===== src/rtl/out_intf_mc_aggregator.sv =====
// ----------------------------------------------------------------------------
// out_intf_mc_aggregator
//
// Merges NUM_CH independent valid/ready output streams onto one tagged
// output stream for the out_intf monitor/transactor. Each channel has its own
// FIFO. A round-robin arbiter selects which non-empty FIFO feeds the single
// output register. With drop_mode set, a channel never backpressures: a beat
// that arrives while its FIFO is full is discarded and counted in a
// saturating per-channel drop counter.
//
// Ports:
//   clock       rising-edge clock
//   reset       asynchronous, active-high reset
//   ch_valid    per-channel beat valid
//   ch_ready    per-channel accept (always 1 in drop mode)
//   ch_data     per-channel data, channel i at [i*DATA_W +: DATA_W]
//   drop_mode   0 = backpressure when full, 1 = drop when full
//   out_valid   merged beat valid (registered)
//   out_ready   downstream accept
//   out_data    merged beat data (registered)
//   out_ch      source channel of out_data (registered)
//   drop_cnt    per-channel dropped-beat count, channel i at [i*CNT_W +: CNT_W]
//   fifo_empty  per-channel FIFO empty flag
// ----------------------------------------------------------------------------
module out_intf_mc_aggregator #(
  parameter int NUM_CH     = 4,
  parameter int DATA_W     = 32,
  parameter int FIFO_DEPTH = 8,
  parameter int CNT_W      = 16,
  localparam int CH_W      = (NUM_CH > 1) ? $clog2(NUM_CH) : 1
) (
  input  logic                       clock,
  input  logic                       reset,
  input  logic [NUM_CH-1:0]          ch_valid,
  output logic [NUM_CH-1:0]          ch_ready,
  input  logic [NUM_CH*DATA_W-1:0]   ch_data,
  input  logic                       drop_mode,
  output logic                       out_valid,
  input  logic                       out_ready,
  output logic [DATA_W-1:0]          out_data,
  output logic [CH_W-1:0]            out_ch,
  output logic [NUM_CH*CNT_W-1:0]    drop_cnt,
  output logic [NUM_CH-1:0]          fifo_empty
);

  localparam int AW = $clog2(FIFO_DEPTH);
  localparam int PW = AW + 1;
  // Pointers differing only in the wrap bit mean the FIFO is full.
  localparam logic [PW-1:0] FULL_XOR = {1'b1, {AW{1'b0}}};
  localparam logic [CNT_W-1:0] CNT_MAX = {CNT_W{1'b1}};
  localparam logic [CH_W-1:0] LAST_CH = CH_W'(NUM_CH - 1);

  // Storage and state
  logic [DATA_W-1:0] mem_q      [NUM_CH][FIFO_DEPTH];
  logic [DATA_W-1:0] mem_d      [NUM_CH][FIFO_DEPTH];
  logic [PW-1:0]     wr_ptr_q   [NUM_CH];
  logic [PW-1:0]     wr_ptr_d   [NUM_CH];
  logic [PW-1:0]     rd_ptr_q   [NUM_CH];
  logic [PW-1:0]     rd_ptr_d   [NUM_CH];
  logic [CNT_W-1:0]  drop_cnt_q [NUM_CH];
  logic [CNT_W-1:0]  drop_cnt_d [NUM_CH];

  logic              out_valid_q;
  logic              out_valid_d;
  logic [DATA_W-1:0] out_data_q;
  logic [DATA_W-1:0] out_data_d;
  logic [CH_W-1:0]   out_ch_q;
  logic [CH_W-1:0]   out_ch_d;
  // Last granted channel; the search starts just after it.
  logic [CH_W-1:0]   last_q;
  logic [CH_W-1:0]   last_d;

  // Combinational status / control
  logic [NUM_CH-1:0] full_s;
  logic [NUM_CH-1:0] empty_s;
  logic [NUM_CH-1:0] push_s;
  logic [NUM_CH-1:0] drop_s;
  logic [NUM_CH-1:0] pop_s;
  logic [NUM_CH-1:0] ready_s;
  logic [CH_W-1:0]   grant_s;
  logic [CH_W-1:0]   cand_s;
  logic              grant_vld_s;
  logic              load_s;
  int                idx_s;

  // Per-channel FIFO status and input-side handshake decisions.
  // Full is taken from the registered pointers, i.e. before any pop this cycle.
  always_comb begin
    full_s  = '0;
    empty_s = '0;
    push_s  = '0;
    drop_s  = '0;
    ready_s = '0;
    for (int i = 0; i < NUM_CH; i++) begin
      empty_s[i] = (wr_ptr_q[i] == rd_ptr_q[i]);
      full_s[i]  = ((wr_ptr_q[i] ^ rd_ptr_q[i]) == FULL_XOR);
      if (drop_mode) begin
        ready_s[i] = 1'b1;
      end else begin
        ready_s[i] = !full_s[i];
      end
      push_s[i] = ch_valid[i] && !full_s[i];
      drop_s[i] = ch_valid[i] && full_s[i] && drop_mode;
    end
  end

  // Round-robin search over non-empty FIFOs, starting after last_q.
  always_comb begin
    grant_s     = '0;
    grant_vld_s = 1'b0;
    idx_s       = 0;
    cand_s      = '0;
    for (int k = 1; k <= NUM_CH; k++) begin
      idx_s = int'(last_q) + k;
      if (idx_s >= NUM_CH) begin
        idx_s = idx_s - NUM_CH;
      end else begin
        idx_s = idx_s;
      end
      cand_s = CH_W'(idx_s);
      if (!grant_vld_s && !empty_s[cand_s]) begin
        grant_s     = cand_s;
        grant_vld_s = 1'b1;
      end else begin
        grant_s     = grant_s;
      end
    end
  end

  // Output register load/hold/drain and the matching FIFO pop.
  always_comb begin
    load_s      = (!out_valid_q || out_ready) && grant_vld_s;
    out_valid_d = out_valid_q;
    out_data_d  = out_data_q;
    out_ch_d    = out_ch_q;
    last_d      = last_q;
    pop_s       = '0;
    if (load_s) begin
      out_valid_d = 1'b1;
      out_data_d  = mem_q[grant_s][rd_ptr_q[grant_s][AW-1:0]];
      out_ch_d    = grant_s;
      last_d      = grant_s;
      for (int i = 0; i < NUM_CH; i++) begin
        pop_s[i] = (grant_s == CH_W'(i));
      end
    end else if (out_ready) begin
      out_valid_d = 1'b0;
    end else begin
      out_valid_d = out_valid_q;
    end
  end

  // FIFO pointer, storage and drop-counter next state.
  always_comb begin
    mem_d      = mem_q;
    wr_ptr_d   = wr_ptr_q;
    rd_ptr_d   = rd_ptr_q;
    drop_cnt_d = drop_cnt_q;
    for (int i = 0; i < NUM_CH; i++) begin
      if (push_s[i]) begin
        mem_d[i][wr_ptr_q[i][AW-1:0]] = ch_data[i*DATA_W +: DATA_W];
        wr_ptr_d[i] = wr_ptr_q[i] + PW'(1);
      end else begin
        wr_ptr_d[i] = wr_ptr_q[i];
      end
      if (pop_s[i]) begin
        rd_ptr_d[i] = rd_ptr_q[i] + PW'(1);
      end else begin
        rd_ptr_d[i] = rd_ptr_q[i];
      end
      if (drop_s[i] && (drop_cnt_q[i] != CNT_MAX)) begin
        drop_cnt_d[i] = drop_cnt_q[i] + CNT_W'(1);
      end else begin
        drop_cnt_d[i] = drop_cnt_q[i];
      end
    end
  end

  // State registers; reset discards every buffered and in-flight beat.
  always_ff @(posedge clock or posedge reset) begin
    if (reset) begin
      for (int i = 0; i < NUM_CH; i++) begin
        for (int j = 0; j < FIFO_DEPTH; j++) begin
          mem_q[i][j] <= '0;
        end
        wr_ptr_q[i]   <= '0;
        rd_ptr_q[i]   <= '0;
        drop_cnt_q[i] <= '0;
      end
      out_valid_q <= 1'b0;
      out_data_q  <= '0;
      out_ch_q    <= '0;
      last_q      <= LAST_CH;
    end else begin
      mem_q       <= mem_d;
      wr_ptr_q    <= wr_ptr_d;
      rd_ptr_q    <= rd_ptr_d;
      drop_cnt_q  <= drop_cnt_d;
      out_valid_q <= out_valid_d;
      out_data_q  <= out_data_d;
      out_ch_q    <= out_ch_d;
      last_q      <= last_d;
    end
  end

  // Flatten the per-channel counters onto the output bus.
  always_comb begin
    drop_cnt = '0;
    for (int i = 0; i < NUM_CH; i++) begin
      drop_cnt[i*CNT_W +: CNT_W] = drop_cnt_q[i];
    end
  end

  assign ch_ready   = ready_s;
  assign fifo_empty = empty_s;
  assign out_valid  = out_valid_q;
  assign out_data   = out_data_q;
  assign out_ch     = out_ch_q;

endmodule


===== config.mk =====
export PLATFORM = sky130hd
export DESIGN_NAME = out_intf_mc_aggregator
export DESIGN_NICKNAME = d
export VERILOG_FILES = /design/src/rtl/out_intf_mc_aggregator.sv
export SDC_FILE = /design/constraint.sdc
export NUM_CORES = 2
export LEC_CHECK = 0
export ABC_AREA = 1
export CAP_MARGIN = 20
export CORE_UTILIZATION = 61
export DETAILED_ROUTE_END_ITERATION = 10
export GPL_TIMING_DRIVEN = 1
export PLACE_DENSITY = 0.8
export SLEW_MARGIN = 20
export SYNTH_ARGS = -nofsm -noshare
export SYNTH_HDL_FRONTEND = slang
export SYNTH_SLANG_ARGS = --single-unit
export TNS_END_PERCENT = 20

===== constraint.sdc =====
create_clock -name clock -period 54.6 [get_ports clock]
set_clock_uncertainty 0.1 [all_clocks]
set_input_delay 16.38 -clock clock [delete_from_list [all_inputs] [get_ports clock]]
set_output_delay 16.38 -clock clock [all_outputs]
set_load 0.005 [all_outputs]

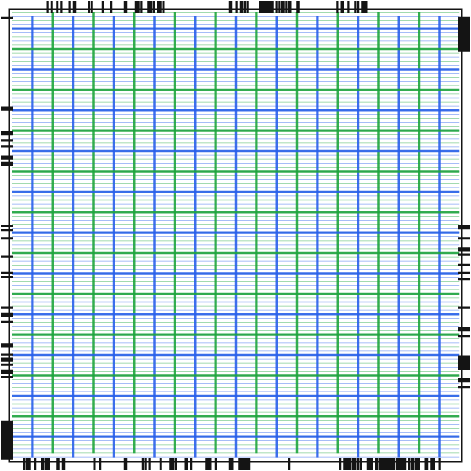
(images/power_grid.png)
Scale: 1.5 px per um. Pins as bars on the die edge.
| colour | net |
|---|---|
| green | VDD |
| blue | VSS |
met4 straps: 21
met5 straps: 21
die width: 300.8 um
core box area: 88370 sq um

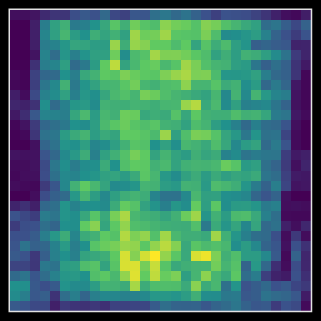
(images/metal_density.png)
Scale: 1 px per um. 30 x 30 tiles, from dark purple (low) to yellow (high), scaled to the fullest tile. Values are wire area over tile area, all layers added.
nearly empty tiles: 3.0%
mean over tiles: 0.37
tiles over half the peak: 51%
fullest tile: 0.78
average wire per standard cell: 22.28 um
GRT Overall Usage: 0.4109
Vias: 50.38k
DRT Wirelength: 185200 um

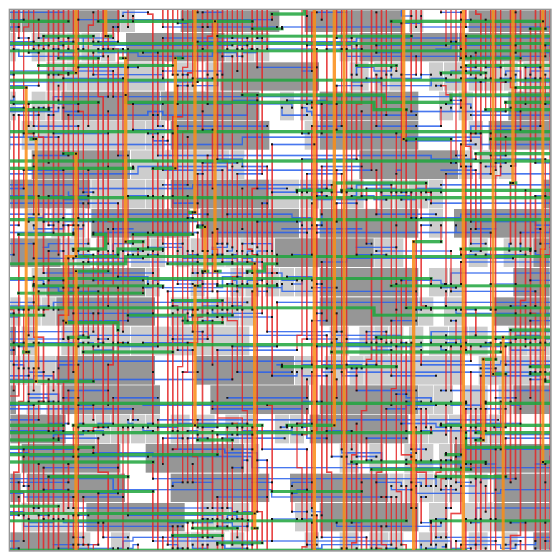
(images/detail.png)
Region (125, 186) to (175, 236) um. Cells in grey, sequential cells in the stronger grey; small squares are vias.
| colour | layer |
|---|---|
| orange | metal 4 |
| blue | metal 1 |
| green | metal 3 |
| red | metal 2 |
most frequent: nand2_1 (103), dfrtp_1 (47), o21ai_0 (41)
cells with their middle in the window: 221
sequential cells in the window: 47
netlist names of flops here include: `mem_q` (43), `out_data` (4)

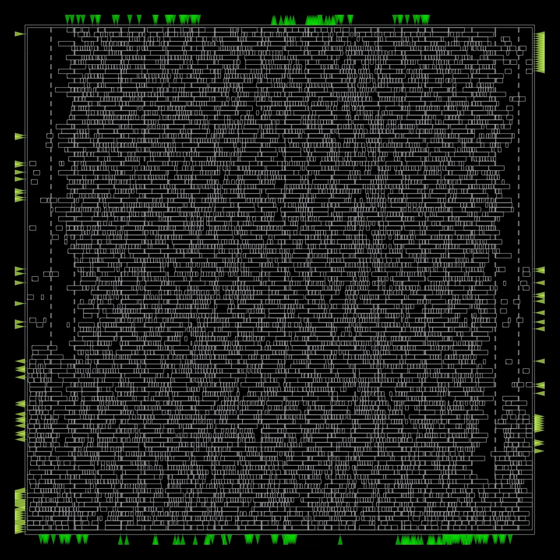
(images/placement.png)
Tapcells: 1165
Rows: 109
flip-flops: 1157
Seq/total area: 0.4742

[cell type report]
type / count / area [sq um]
Tap cell: 1165 / 1458
Multi-Input combinational cell: 5249 / 22620
Clock buffer: 173 / 3553
Timing Repair Buffer: 316 / 3064
Inverter: 205 / 795.8
Sequential cell: 1157 / 28960
Clock inverter: 45 / 615.6
Fill cell: 6998 / 27310
Antenna cell: 2 / 5.005
[logic make-up after synthesis]
| family | share of synthesized area |
|---|---|
| muxes | 0.0002068 |
| xor gates and xnor gates | 0.01303 |
| buffers and inverters | 0.05369 |
| DFF | 0.5318 |
| AOI/OAI and AO/OA | 0.09634 |
| adders and majority gates | 0.002758 |
| and+or+nand+nor | 0.3021 |
[worst min-delay path, cell delays in order (launching register included)]
cell and delay, ps:
dfrtp_1 340, nand2_1 60, nand2_1 50
==> results.json <==
{
  "rr_worst_depth": 23,
  "cts_tree": "yes",
  "fin_crit_sh": 0.6294,
  "hold_ws_ps": 380.5,
  "ys_cells": 7074,
  "drv_cap": 0,
  "status": "completed",
  "syn_area_sq_um": 54440,
  "postRouteAntennaNets": 0,
  "cts_buffer_depth": 3,
  "layout_min_cycle_time_ps": 34370,
  "syn_area_per_cell_sq_um": 7.696,
  "io_pins": 243,
  "crit_fanout": 7,
  "firstDrtPassIters": 7,
  "stdcell_count": 8312,
  "ctsHoldBuffers": 0,
  "layout_top_cell": "nand2_1",
  "top_layer": "met5",
  "syn_nets": 7222,
  "largest_register": "mem_q",
  "openroad.warnings": 45,
  "top_usage_layer": "met2",
  "crit_top_cell": "clkdlybuf4s50_1",
  "crit_required_ps": 38120,
  "dpl-instance-area_sq_um": 56840,
  "dr.first_iter.drc_count": 7949,
  "critPathBufInv": 2,
  "ctsResizeCount": 0,
  "worstSetupPathType": "in -> out",
  "drc": 0,
  "top_area_cell": "dfrtp_1",
  "synth.distinct_cells": 41,
  "cts_inserted_buffers": 115,
  "synthTopCellsByCount": "3382 x nand2_1, 1155 x dfrtp_1, 1033 x o21ai_0, 555 x nand3_1, 238 x clkbuf_1",
  "cp-end-kind": "primary output",
  "grt_pass1_vias": 46570
}
